run_1/detail.png
The bar under the picture is 10 um long. Region (14, 0) to (54, 40) um. Cells in grey, sequential cells in the stronger grey; small squares are vias.
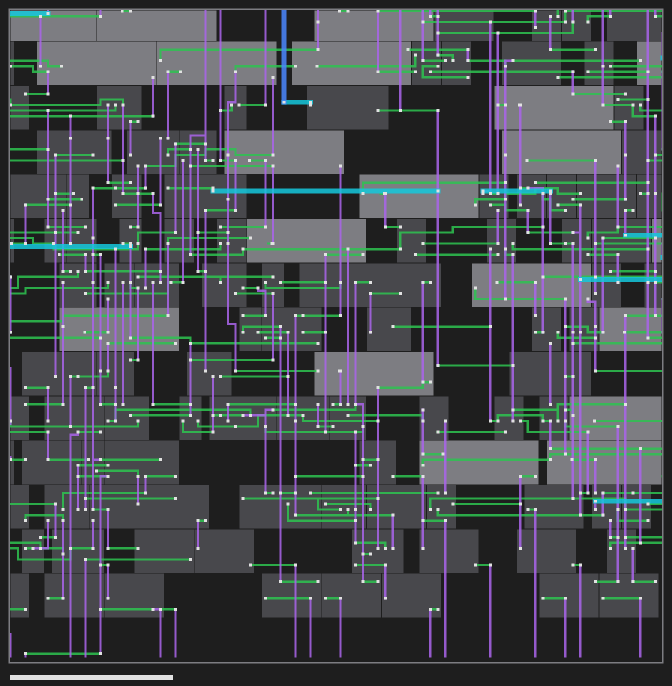
run_1/sizes.png
The bar under the picture is 20 um long.
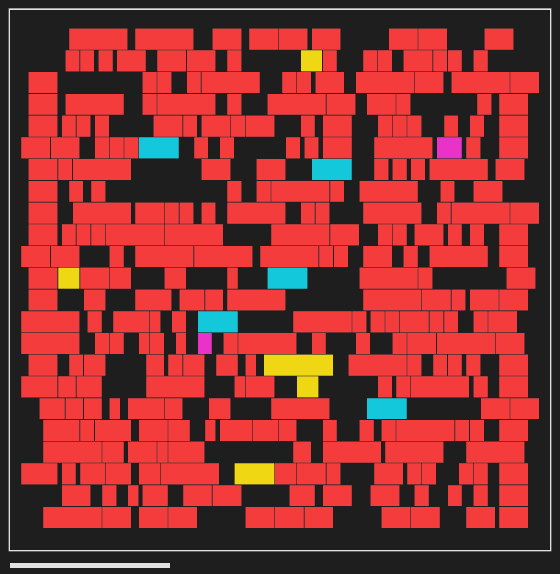
run_1/layer_met1.png
The bar under the picture is 20 um long. Supply wires on this layer in grey.
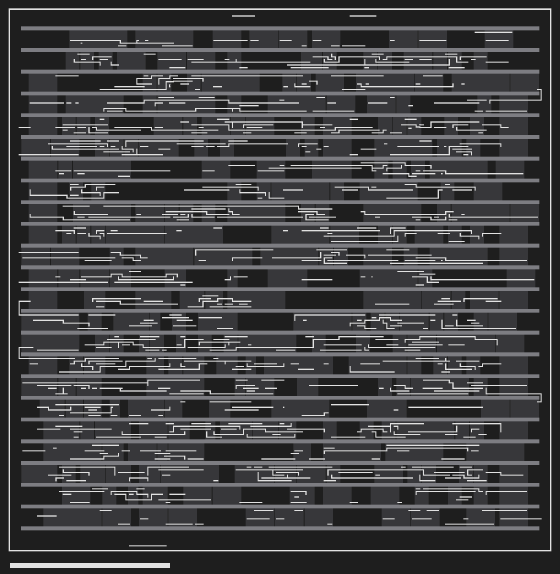
run_1/congestion.png
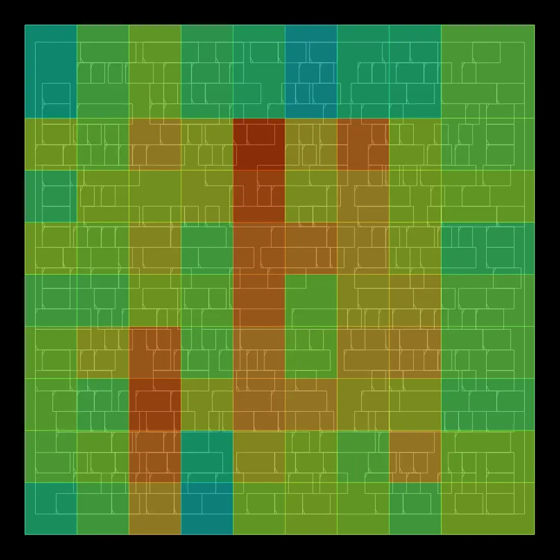
### src/rtl/conv_window_sequencer.sv
// Walks a 5x5 window over every output position of a square image, handing each window
// to an external dot-product engine and writing the engine's result into a row-major buffer.
module conv_window_sequencer #(
  parameter int IMG_DIM = 10,
  parameter int FLT_DIM = 5,
  parameter int OUT_DIM = IMG_DIM - FLT_DIM + 1,
  localparam int CNT_W  = $clog2(OUT_DIM + 1),
  localparam int ADDR_W = $clog2(OUT_DIM * OUT_DIM + 1)
) (
  input  logic              clk,
  input  logic              rst,
  input  logic              start,
  input  logic              abort,
  output logic              busy,
  output logic              done,
  output logic [CNT_W-1:0]  win_row,
  output logic [CNT_W-1:0]  win_col,
  output logic              mac_start,
  input  logic              mac_done,
  input  logic [31:0]       mac_result,
  output logic              out_we,
  output logic [ADDR_W-1:0] out_addr,
  output logic [31:0]       out_data
);

  typedef enum logic [2:0] {
    S_IDLE,
    S_ISSUE,
    S_WAIT,
    S_WRITE,
    S_DONE
  } state_t;

  state_t state;
  state_t state_next;
  logic   last_win;

  assign last_win = (win_row == CNT_W'(OUT_DIM - 1)) && (win_col == CNT_W'(OUT_DIM - 1));

  // The address is a pure function of the window counters, so clearing them clears it too.
  assign out_addr = ADDR_W'(win_row) * ADDR_W'(OUT_DIM) + ADDR_W'(win_col);

  // NOTE: sequential state uses non-blocking assignments so every register samples pre-edge values.
  always_ff @(posedge clk) begin
    if (rst) state <= S_IDLE;
    else     state <= state_next;
  end

  // NOTE: state_next gets a default before the case so no path leaves it unassigned (no latch).
  always_comb begin
    state_next = state;
    case (state)
      S_IDLE:  if (start) state_next = S_ISSUE;
      S_ISSUE: state_next = abort ? S_IDLE : S_WAIT;
      S_WAIT: begin
        if (abort)         state_next = S_IDLE;
        else if (mac_done) state_next = S_WRITE;
      end
      S_WRITE: begin
        if (abort)         state_next = S_IDLE;
        else if (last_win) state_next = S_DONE;
        else               state_next = S_ISSUE;
      end
      S_DONE:  state_next = S_IDLE;
      default: state_next = S_IDLE;
    endcase
  end

  // Abort suppresses the strobes of the cycle it arrives in; done is never cancelled.
  always_comb begin
    busy      = (state != S_IDLE);
    done      = (state == S_DONE);
    mac_start = (state == S_ISSUE) && !abort;
    out_we    = (state == S_WRITE) && !abort;
  end

  always_ff @(posedge clk) begin
    if (rst) begin
      win_row  <= '0;
      win_col  <= '0;
      out_data <= '0;
    end else begin
      if (state == S_IDLE && start) begin
        win_row <= '0;
        win_col <= '0;
      end
      if (state == S_WAIT && mac_done && !abort) out_data <= mac_result;
      // Counters advance only after a committed write, keeping the window stable through WAIT.
      if (out_we) begin
        if (win_col < CNT_W'(OUT_DIM - 1)) begin
          win_col <= win_col + CNT_W'(1);
        end else begin
          win_col <= '0;
          win_row <= win_row + CNT_W'(1);
        end
      end
    end
  end

endmodule

### config.mk
export PLATFORM = sky130hd
export DESIGN_NAME = conv_window_sequencer
export DESIGN_NICKNAME = d
export VERILOG_FILES = /design/src/rtl/conv_window_sequencer.sv
export SDC_FILE = /design/constraint.sdc
export NUM_CORES = 1
export LEC_CHECK = 0
export CAP_MARGIN = 20
export CORE_MARGIN = 1
export CORE_UTILIZATION = 45
export CTS_CLUSTER_DIAMETER = 30
export DETAILED_ROUTE_END_ITERATION = 10
export MAX_ROUTING_LAYER = met4
export PLACE_DENSITY_LB_ADDON = 0.15
export SLEW_MARGIN = 0
export SYNTH_ARGS = -nofsm -noshare
export SYNTH_HDL_FRONTEND = slang
export SYNTH_SLANG_ARGS = --single-unit
### constraint.sdc
create_clock -name clk -period 5 [get_ports clk]
set_clock_uncertainty 0.15 [all_clocks]
set_input_delay 1 -clock clk [delete_from_list [all_inputs] [get_ports clk]]
set_output_delay 1 -clock clk [all_outputs]
set_load 0.02 [all_outputs]
==> impl_metrics.json, run 1 <==
{
  "status": "finished, final reports clean",
  "dpl.cell_count": 337,
  "yosys_area_sq_um": 1930,
  "route.detailed.drc": 0,
  "critPathRequiredTime_ns": 3.85,
  "powerDensity_nw_per_um2": 217,
  "grt_pass1_wl_mm": 7.37,
  "yosysUniqueCellTypes": 37,
  "hold_viol": 0,
  "peakVddDrop_mv": 0.158,
  "root_buffer": "clkbuf_8",
  "fin_hold_ws_ns": 0.320,
  "ant_nets": 0,
  "cp.arrival_ns": 3.04,
  "top_cell": "dfxtp_1",
  "worstMarginPinSlew_ns": 0.979,
  "rsz0062_at_grt": "no",
  "p_total_mw": 0.607,
  "syn_area_sq_um": 1930,
  "max_slew_margin": 0.347,
  "common_cells": "dfxtp_1 (41), a21oi_1 (39), nand3_1 (35)",
  "drive_gt1_frac": 0.0410,
  "cts_max_level": 2,
  "edf_count": 0,
  "cts.clk_slew.worst_paths_ns": 0.07,
  "top_cell_area_share": 0.424,
  "grt_max_degree": 42,
  "wl_mm": 4.78,
  "firstDrtPassIters": 4,
  "wl_per_cell_um": 13.9,
  "fin_ws_ns": 0.815,
  "die_h_um": 67.6,
  "wl_met3_um": 329,
  "slew_viol_final": 0,
  "top_usage_layer": "met2",
  "use_met3": 0.0591,
  "yosysSeqAreaShare": 0.424,
  "fp_nets": 270,
  "viasPerCell": 5.44,
  "layout.cells.non_filler": 343,
  "ff2ff_path_depth": 4,
  "fin_area_sq_um": 2800,
  "dp_hpwl_mm": 3.10,
  "wl_met2_mm": 2.26,
  "pre_cts_slack_ns": 0.833,
  "tool_warnings": 30,
  "cts_resized": 0,
  "cts_tree": "built",
  "vias": 1867,
  "timing.rr.start": "state[0]$_SDFFE_PP0P_",
  "io_pins": 85,
  "chipWidth_um": 67.6,
  "seqCellArea_sq_um": 821,
  "synth.avg_cell_area_sq_um": 8.67,
  "ys.flop_type": "dfxtp_1",
  "synth_warnings": 0,
  "cts_inserted_buffers": 5,
  "ys_cells": 223,
  "crit_path_start_kind": "input port",
  "syn_to_final_growth_pct": 45.0,
  "gp_routability_congestion": 0.796,
  "cp-end-kind": "output pin",
  "clockBufferDepth": 2,
  "top_layer": "met4",
  "period_used_share": 0.837,
  "num_antenna_cells": 0,
  "core_area_sq_um": 4060,
  "portBuffers": 84,
  "cp_max_fo": 11,
  "placementRows": 23,
  "antenna_found_initial": 0,
  "wl_met1_mm": 2.16,
  "clkSinkCount": 41,
  "nets": 341,
  "leakagePower_nw": 0.972,
  "multi_input_comb_area_sq_um": 965,
  "grt_pass1_vias": 1639,
  "period_minus_slack_ns": 4.19,
  "setup.worst_path.start": "abort",
  "setup_tns_ns": 0,
  "synth-seq-cells": 41,
  "clk_latency_ns": 0.28,
  "hp-class": "reg -> reg",
  "path_class": "in -> out"
}
About detail.png:
| layer | colour |
|---|---|
| metal 2 | purple |
| metal 3 | cyan |
| metal 4 | blue |
| metal 1 | green |
most frequent: clkdlybuf4s50_1 (21), dfxtp_1 (18), a21oi_1 (10)
netlist names of flops here include: `out_data` (12), `state` (3), `win_col` (2)
sequential cells in the window: 18
cells with their middle in the window: 106

About sizes.png:
| size | colour | cells | share |
|---|---|---|---|
| _6 and larger | cyan | 5 | 1.7% |
| _3 and _4 cells | yellow | 5 | 1.7% |
| _0 and _1 cells | red | 281 | 96% |
| _2 cells | magenta | 2 | 0.68% |

About layer_met1.png:
longest straight run: 24.4 um
share of all routed wire: 45%
main direction: horizontal

About congestion.png:
gr usage total: 0.220
post-layout util: 0.691
GRT met1 Usage: 0.259
met2 Use GR: 0.359

-- run 1: final timing paths --
path,end,slack [ns]
hold / removal,out_data[5]$_SDFFE_PP0P_,0.32
setup / recovery,out_we,0.81
hold reg to reg,out_data[5]$_SDFFE_PP0P_,0.32
setup reg to reg,win_col[2]$_SDFFE_PP0P_,3.14
-- run 1: area by class of cell --
| class | instances | share of cell area |
|---|---|---|
| Multi-Input combinational cell | 154 | 0.344 |
| Timing Repair Buffer | 87 | 0.308 |
| Sequential cell | 41 | 0.293 |
| Clock buffer | 5 | 0.0245 |
| Tap cell | 50 | 0.0223 |
| Inverter | 5 | 0.00669 |
| Clock inverter | 1 | 0.00178 |
-- run 1: sequential cells by signal (all words and copies together) (netlist names) --
| signal | flops |
|---|---|
| win_col | 3 |
| win_row | 3 |
| state | 3 |
| out_data | 32 |
-- run 1: power breakdown --
group	leakage [nW]	internal (mW)	switching, mW	total, mW
Sequential	0.331	0.330	0.00481	0.335
Clock	0.0399	0.0918	0.104	0.196
Combinational	0.602	0.0408	0.0356	0.0764
Total	0.972	0.463	0.144	0.607
-- run 1: layout by cell type, fill, tap and decap left out, drive strengths merged, types with 2 or more instances in the layout --
master and instances:
clkdlybuf4s50 84, dfxtp 41, a21oi 39, nand3 35, o21ai 33, ha 8
inv 5, clkbuf 5, or3 3, xor2 3, nand2 3, o211ai 3
nand3b 3, buf 3, xnor2 2, nor3b 2, nor4 2, nor2 2
nand2b 2, fa 2, nor4b 2, or4b 2
-- run 1: worst max-delay path, stage by stage --
cell             delay, ns
clkdlybuf4s50_1       0.55
nand4bb_1             0.52
inv_1                 0.31
clkdlybuf4s50_1       0.65
-- run 1: cell families after synthesis --
logic type	synth area share
xor+xnor	0.0226
buf+inv	0.0770
compound gates	0.221
flops	0.424
fa+ha+maj	0.0724
simple gates	0.183
==> run 2, diff against run 1 <==
--- a/config.mk
+++ b/config.mk
@@ -7,7 +7,7 @@
 export LEC_CHECK = 0
 export CAP_MARGIN = 20
 export CORE_MARGIN = 1
-export CORE_UTILIZATION = 45
+export CORE_UTILIZATION = 38
 export CTS_CLUSTER_DIAMETER = 30
 export DETAILED_ROUTE_END_ITERATION = 10
 export MAX_ROUTING_LAYER = met4
==> constraint.sdc (replaced) <==
create_clock -name clk -period 3.4 [get_ports clk]
set_clock_uncertainty 0.15 [all_clocks]
set_input_delay 0.68 -clock clk [delete_from_list [all_inputs] [get_ports clk]]
set_output_delay 0.68 -clock clk [all_outputs]
set_load 0.02 [all_outputs]
==> run 2 against run 1 <==
Critical path depth up 4. Global-route usage decreased by 3.6 points. Power is 50% higher. Clock power up 55%. Synthesized area did not move. Count of clock-buffer cells in the layout is the same. Via count up 0.70%. Combinational power up 49%. Sequential cell count unchanged. Register-to-register slack got worse by 1.6 ns. Cell count up 6.1%. Largest power group unchanged. Highest routed layer unchanged.
==> impl_metrics.json, run 2 <==
{
  "ff2ff_path_depth": 3,
  "powerDensity_nw_per_um2": 319,
  "crit_end": "out_addr[4]",
  "r2r_slack_ns": 1.57,
  "cp.arrival_ns": 2.34,
  "adder_share": 0.0724,
  "ys_cells": 223,
  "period_minus_slack_ns": 3.17,
  "pg_seq_mw": 0.493,
  "wl_mm": 4.87,
  "simple_gate_area_frac": 0.183,
  "multi_input_comb_area_sq_um": 965,
  "chipWidth_um": 73.3,
  "yosys_area_sq_um": 1930,
  "slew_viol_final": 0,
  "pre_cts_slack_ns": 0.407,
  "worstMarginPinSlew_ns": 0.995,
  "utilization": 0.593,
  "switchingPower_mw": 0.223,
  "path_class": "reg -> out",
  "placementRows": 25,
  "top_cell_area_share": 0.424,
  "yosysSeqAreaShare": 0.424,
  "combinationalPowerShare": 0.125,
  "top_cell": "dfxtp_1",
  "drive_gt1_frac": 0.0572,
  "hold_viol": 0,
  "power_leader": "registers",
  "power_frac_seq": 0.541,
  "peakVddDrop_mv": 0.204,
  "setup_tns_ns": 0,
  "route.detailed.drc": 0,
  "fin_ws_ns": 0.229,
  "tool_warnings": 30,
  "synth_warnings": 0,
  "portBuffers": 84,
  "clk_latency_ns": 0.28,
  "grt_max_degree": 42,
  "top_register": "out_data",
  "cts_tree": "built",
  "p_total_mw": 0.910,
  "grt_pass1_wl_mm": 7.62,
  "clkSinkCount": 41,
  "final_common_cell": "clkdlybuf4s50_1",
  "grt_pass1_vias": 1702,
  "edf_count": 0,
  "timing.rr.start": "state[1]$_SDFFE_PP0P_",
  "hp-class": "reg -> reg",
  "fin_hold_ws_ns": 0.321,
  "clockBufferDepth": 2,
  "yosys.area_share.aoi": 0.221,
  "synth.avg_cell_area_sq_um": 8.67,
  "intPower_mw": 0.688,
  "antenna_found_initial": 0,
  "die_h_um": 73.3,
  "ys_sh_mux": 0,
  "critPathRequiredTime_ns": 2.57,
  "synth-seq-cells": 41,
  "syn_area_sq_um": 1930,
  "viasPerCell": 5.16,
  "cts.clk_slew.worst_paths_ns": 0.08,
  "cp-end-kind": "output pin",
  "io_pins": 85,
  "clkPwrFrac": 0.334,
  "dpl.cell_count": 356,
  "cp_max_fo": 6,
  "wl_per_cell_um": 13.4,
  "syn_to_final_growth_pct": 47.7,
  "max_slew_margin": 0.336,
  "nets": 343,
  "rr_endpoint": "out_data[15]$_SDFFE_PP0P_",
  "ys.flop_type": "dfxtp_1",
  "largest_register_ffs": 32,
  "cts_inserted_buffers": 5,
  "vias": 1880,
  "period_used_share": 0.933,
  "dp_hpwl_mm": 3.11,
  "rsz0062_at_grt": "no",
  "firstDrtPassIters": 4,
  "leakagePower_nw": 1.00,
  "cts_resized": 0,
  "gp_routability_congestion": 0.785,
  "top_usage_layer": "met2",
  "fp_nets": 270,
  "crit_path_start_kind": "register",
  "num_antenna_cells": 0,
  "root_buffer": "clkbuf_8",
  "clk-power_mw": 0.304,
  "core_area_sq_um": 4820,
  "common_cells": "dfxtp_1 (41), a21oi_1 (39), nand3_1 (35)",
  "layout.cells.non_filler": 364,
  "top_logic_kind": "AND-OR/OR-AND gates",
  "fp_util": 0.402,
  "fin_area_sq_um": 2860,
  "final_cell_mix": "clkdlybuf4s50_1 (83), dfxtp_1 (40), a21oi_1 (39)",
  "switching_share": 0.244,
  "seqCellArea_sq_um": 822,
  "combinationalPower_mw": 0.114,
  "status": "finished, final reports clean",
  "setup.worst_path.start": "win_row[1]$_SDFF_PP0_",
  "cts_max_level": 2,
  "ant_nets": 0,
  "yosysUniqueCellTypes": 37
}
==> run 2: cell counts after synthesis <==
Identical to the previous run, type by type.
==> run 2: worst min path at each step <==
stage                                   from                  endpoint  slack (ns)  depth (start not counted)
floorplan           out_data[5]$_SDFFE_PP0P_  out_data[5]$_SDFFE_PP0P_        0.39                          2
global placement    out_data[5]$_SDFFE_PP0P_  out_data[5]$_SDFFE_PP0P_        0.30                          2
detailed placement  out_data[5]$_SDFFE_PP0P_  out_data[5]$_SDFFE_PP0P_        0.31                          2
CTS                 out_data[5]$_SDFFE_PP0P_  out_data[5]$_SDFFE_PP0P_        0.32                          2
global route        out_data[5]$_SDFFE_PP0P_  out_data[5]$_SDFFE_PP0P_        0.34                          2
finish              out_data[5]$_SDFFE_PP0P_  out_data[5]$_SDFFE_PP0P_        0.32                          2
==> run 2: critical path, stage by stage, from the launching register on <==
cell and delay (ns):
dfxtp_2 0.39, inv_1 0.08, ha_1 0.29, inv_1 0.06, ha_1 0.26, a21o_1 0.15
nand2_1 0.07, xnor2_1 0.12, clkdlybuf4s50_1 0.63
==> run 2: metal layers <==
layer	vias to the layer above	part of all wire	routed length [um]
li1	950	-	-
met1	870	0.46	2260
met2	56	0.47	2280
met3	4	0.060	294
met4	0	0.0074	36
met5	-	0	0
==> run 2: area by class of cell <==
cell class / instances / area share
clock buffers: 5 / 0.0241
multi-input cells: 154 / 0.338
clock inverters: 3 / 0.00613
flip-flops and latches: 41 / 0.288
well taps: 67 / 0.0293
inverters: 5 / 0.00657
repair buffers: 89 / 0.308
==> run 2: kinds of logic after synthesis <==
group | count (synthesis)
XOR/XNOR | 5
flip-flops | 41
AND/OR/NAND/NOR | 59
buffers and inverters | 28
AND-OR/OR-AND | 80
adder cells (fa/ha/maj) | 10
run_2/layer_met1.png
The bar under the picture is 20 um long. Supply wires on this layer in grey.
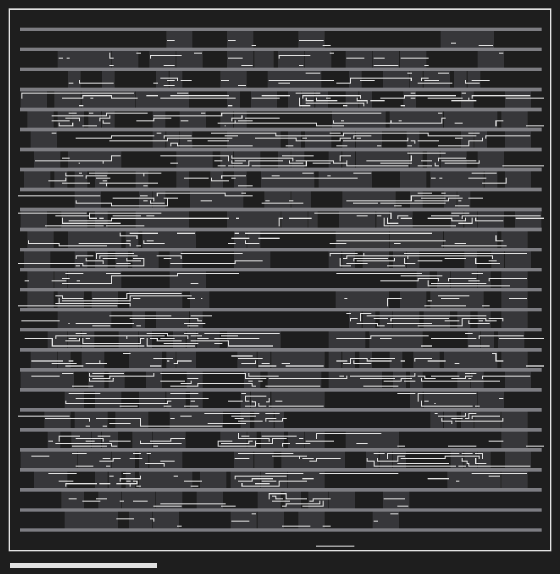
share of all routed wire: 46%
longest straight run: 25.3 um
main direction: horizontal
wire length on this layer: 2260 um

run_2/congestion.png
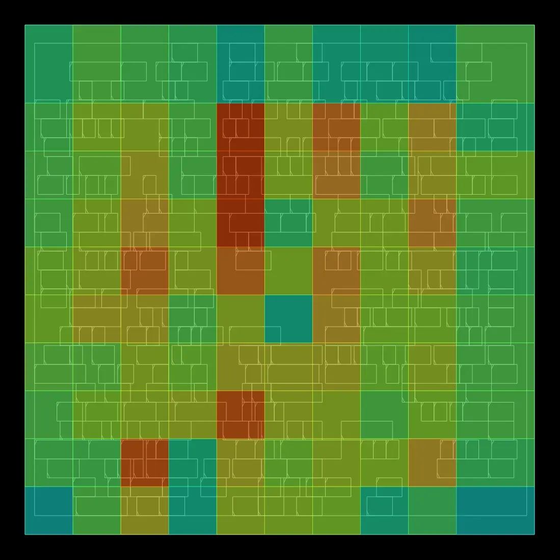
GRT met1 Usage: 0.232
gr usage total: 0.184
met2 Use GR: 0.302

run_2/sizes.png
The bar under the picture is 20 um long.
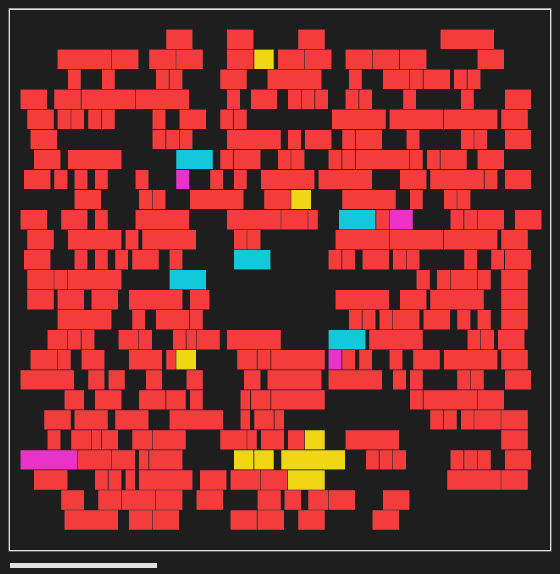
| size | colour | cells | share |
|---|---|---|---|
| _3 and _4 cells | yellow | 8 | 2.7% |
| _0 and _1 cells | red | 280 | 94% |
| _2 cells | magenta | 4 | 1.3% |
| _6 and larger | cyan | 5 | 1.7% |

==> run 3, diff against run 2 <==
--- a/config.mk
+++ b/config.mk
@@ -10,6 +10,7 @@
 export CORE_UTILIZATION = 38
 export CTS_CLUSTER_DIAMETER = 30
 export DETAILED_ROUTE_END_ITERATION = 10
+export HOLD_SLACK_MARGIN = 0.02
 export MAX_ROUTING_LAYER = met4
 export PLACE_DENSITY_LB_ADDON = 0.15
 export SLEW_MARGIN = 0
run_3/sizes.png
The bar under the picture is 20 um long.
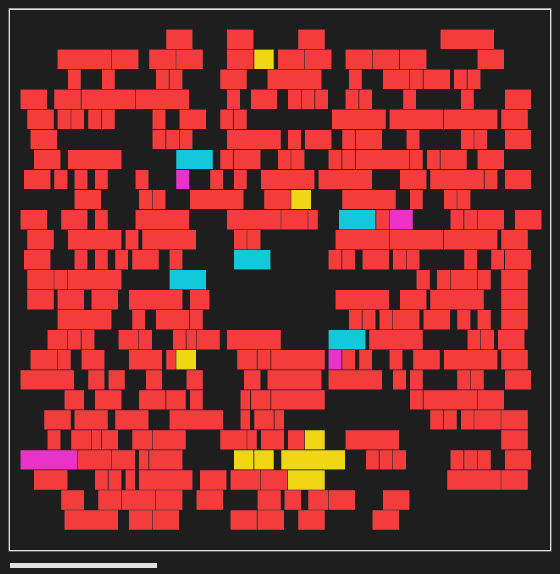
| size | colour | cells | share |
|---|---|---|---|
| _3 and _4 cells | yellow | 8 | 2.7% |
| _2 cells | magenta | 4 | 1.3% |
| _6 and larger | cyan | 5 | 1.7% |
| _0 and _1 cells | red | 280 | 94% |

run_3/congestion.png
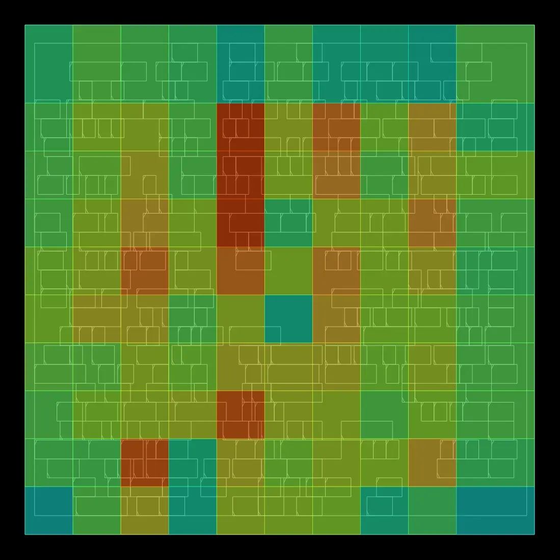
gr busiest metal: met2
met3 Use GR: 0.0357

==> run 3 against run 2 <==
Global-route usage did not move. Cell area did not move. Non-clock buffer count did not move. First-iteration DRC count did not move. Cell count did not move. Via count did not move. Critical path depth did not move. Critical path type unchanged. Critical endpoint unchanged. Largest cell class unchanged.
==> impl_metrics.json, run 3 <==
{
  "largest_register_ffs": 32,
  "fp_nets": 270,
  "grt_pass1_vias": 1702,
  "ys.flop_type": "dfxtp_1",
  "nets": 343,
  "root_buffer": "clkbuf_8",
  "wl_met2_mm": 2.28,
  "yosys_area_sq_um": 1930,
  "synth-seq-cells": 41,
  "syn_to_final_growth_pct": 47.7,
  "max_freq_ghz": 0.315,
  "top_cell": "dfxtp_1",
  "max_slew_margin": 0.336,
  "wl_met3_um": 294,
  "status": "finished, final reports clean",
  "crit_path_start_kind": "register",
  "final_common_cell": "clkdlybuf4s50_1",
  "fp_util": 0.402,
  "setup_tns_ns": 0,
  "wl_mm": 4.87,
  "use_met1": 0.232,
  "top_cell_area_share": 0.424,
  "cts_tree": "built",
  "common_cells": "dfxtp_1 (41), a21oi_1 (39), nand3_1 (35)",
  "use_met2": 0.302,
  "top_area_cell": "dfxtp_1",
  "placementRows": 25,
  "drtIter0Drc": 81,
  "period_minus_slack_ns": 3.17,
  "path_class": "reg -> out",
  "antenna_found_initial": 0,
  "cts_max_level": 2,
  "p_total_mw": 0.910,
  "cts.clk_slew.worst_paths_ns": 0.08,
  "grt_overflow": 0,
  "viasPerCell": 5.16,
  "postCtsSetupBuffers": 0,
  "num_antenna_cells": 0,
  "top_layer": "met4",
  "layout.cells.non_filler": 364,
  "peakVddDrop_mv": 0.204,
  "final_cell_mix": "clkdlybuf4s50_1 (83), dfxtp_1 (40), a21oi_1 (39)",
  "cp_max_fo": 6,
  "setup_viol_count_final": 0,
  "hp-class": "reg -> reg",
  "fin_ws_ns": 0.229,
  "cp-end-kind": "output pin",
  "die_h_um": 73.3,
  "drv_cap": 0,
  "portBuffers": 84,
  "wl_per_cell_um": 13.4,
  "fin_area_sq_um": 2860,
  "grt_max_degree": 42,
  "placed_area_sq_um": 2770,
  "worstMarginPinSlew_ns": 0.995,
  "period_used_share": 0.933,
  "syn_area_sq_um": 1930,
  "edf_count": 0,
  "fin_hold_ws_ns": 0.321,
  "clk_latency_ns": 0.28,
  "grt.total_usage": 0.184,
  "dp_hpwl_mm": 3.11,
  "dpl.cell_count": 356,
  "die-area_sq_um": 5380,
  "critPathRequiredTime_ns": 2.57,
  "clockBufferDepth": 2,
  "syn_inst": 223,
  "ant_nets": 0,
  "clkSinkCount": 41,
  "async_flop_share": 0,
  "slew_viol_final": 0,
  "core_area_sq_um": 4820,
  "leakagePower_nw": 1.00,
  "wl_met1_mm": 2.26,
  "io_pins": 85,
  "tool_warnings": 30,
  "gp_routability_congestion": 0.785,
  "yosysSeqAreaShare": 0.424,
  "powerDensity_nw_per_um2": 319,
  "hold_viol": 0,
  "utilization": 0.593,
  "cp.arrival_ns": 2.34,
  "ys_cells": 223,
  "pre_cts_slack_ns": 0.407,
  "synth.avg_cell_area_sq_um": 8.67,
  "top_register": "out_data",
  "synth_warnings": 0,
  "vias": 1880,
  "cts_inserted_buffers": 5,
  "chipWidth_um": 73.3,
  "route.detailed.drc": 0,
  "firstDrtPassIters": 4,
  "rsz0062_at_grt": "no",
  "grt_pass1_wl_mm": 7.62,
  "drive_gt1_frac": 0.0572,
  "area_leaders": "dfxtp_1 (42%), a21oi_1 (10%), nand3_1 (9.1%)",
  "yosysUniqueCellTypes": 37
}
run_3/layer_met2.png
The bar under the picture is 20 um long.
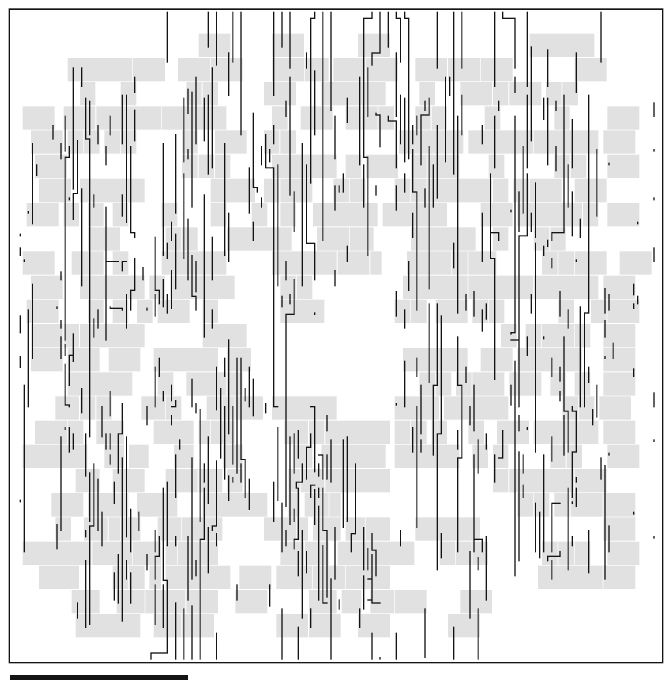
nets with wire on the layer: 272
share of all routed wire: 47%
wire length on this layer: 2280 um
main direction: vertical

## run 3: cell counts in the layout (fill, tap and decap cells not counted)
Identical to the previous run, type by type.
## run 3: critical path, cell delays in order (launching register included)
cell,delay [ns]
dfxtp_2,0.39
inv_1,0.08
ha_1,0.29
inv_1,0.06
ha_1,0.26
a21o_1,0.15
nand2_1,0.07
xnor2_1,0.12
clkdlybuf4s50_1,0.63
## run 3: logic make-up after synthesis
family                     Yosys count  synth area share
and+or+nand+nor                     59             0.183
adders and majority gates           10            0.0724
AOI/OAI and AO/OA                   80             0.221
xor gates and xnor gates             5            0.0226
DFF                                 41             0.424
buffers and inverters               28            0.0770
## run 3: power breakdown
group / switching (mW) / internal, mW / leakage (nW)
sequential: 0.00722 / 0.485 / 0.331
combinational: 0.0530 / 0.0609 / 0.630
clock: 0.162 / 0.142 / 0.0439
## run 3: cell type report
cell class | count | area (sq um)
Fill cell | 457 | 1960
Multi-Input combinational cell | 154 | 965
Timing Repair Buffer | 89 | 881
Sequential cell | 41 | 822
Tap cell | 67 | 83.8
Clock buffer | 5 | 68.8
Inverter | 5 | 18.8
Clock inverter | 3 | 17.5
## run 3: worst paths after layout
| kind | startpoint | end | slack, ns | cells after the start |
|---|---|---|---|---|
| setup reg to reg | state[1]$_SDFFE_PP0P_ | out_data[15]$_SDFFE_PP0P_ | 1.57 | 3 |
| setup / recovery | win_row[1]$_SDFF_PP0_ | out_addr[4] | 0.23 | 8 |
| hold / removal | out_data[5]$_SDFFE_PP0P_ | out_data[5]$_SDFFE_PP0P_ | 0.32 | 2 |
| hold reg to reg | out_data[5]$_SDFFE_PP0P_ | out_data[5]$_SDFFE_PP0P_ | 0.32 | 2 |
## run 3: timing repair
action | 4_1_cts | 5_1_grt
hold buffers | 0 | 0
setup endpoints to repair | 0 | 2
resized | 0 | 2
Power figures rest on the tool's default switching activity, not on a simulated workload.
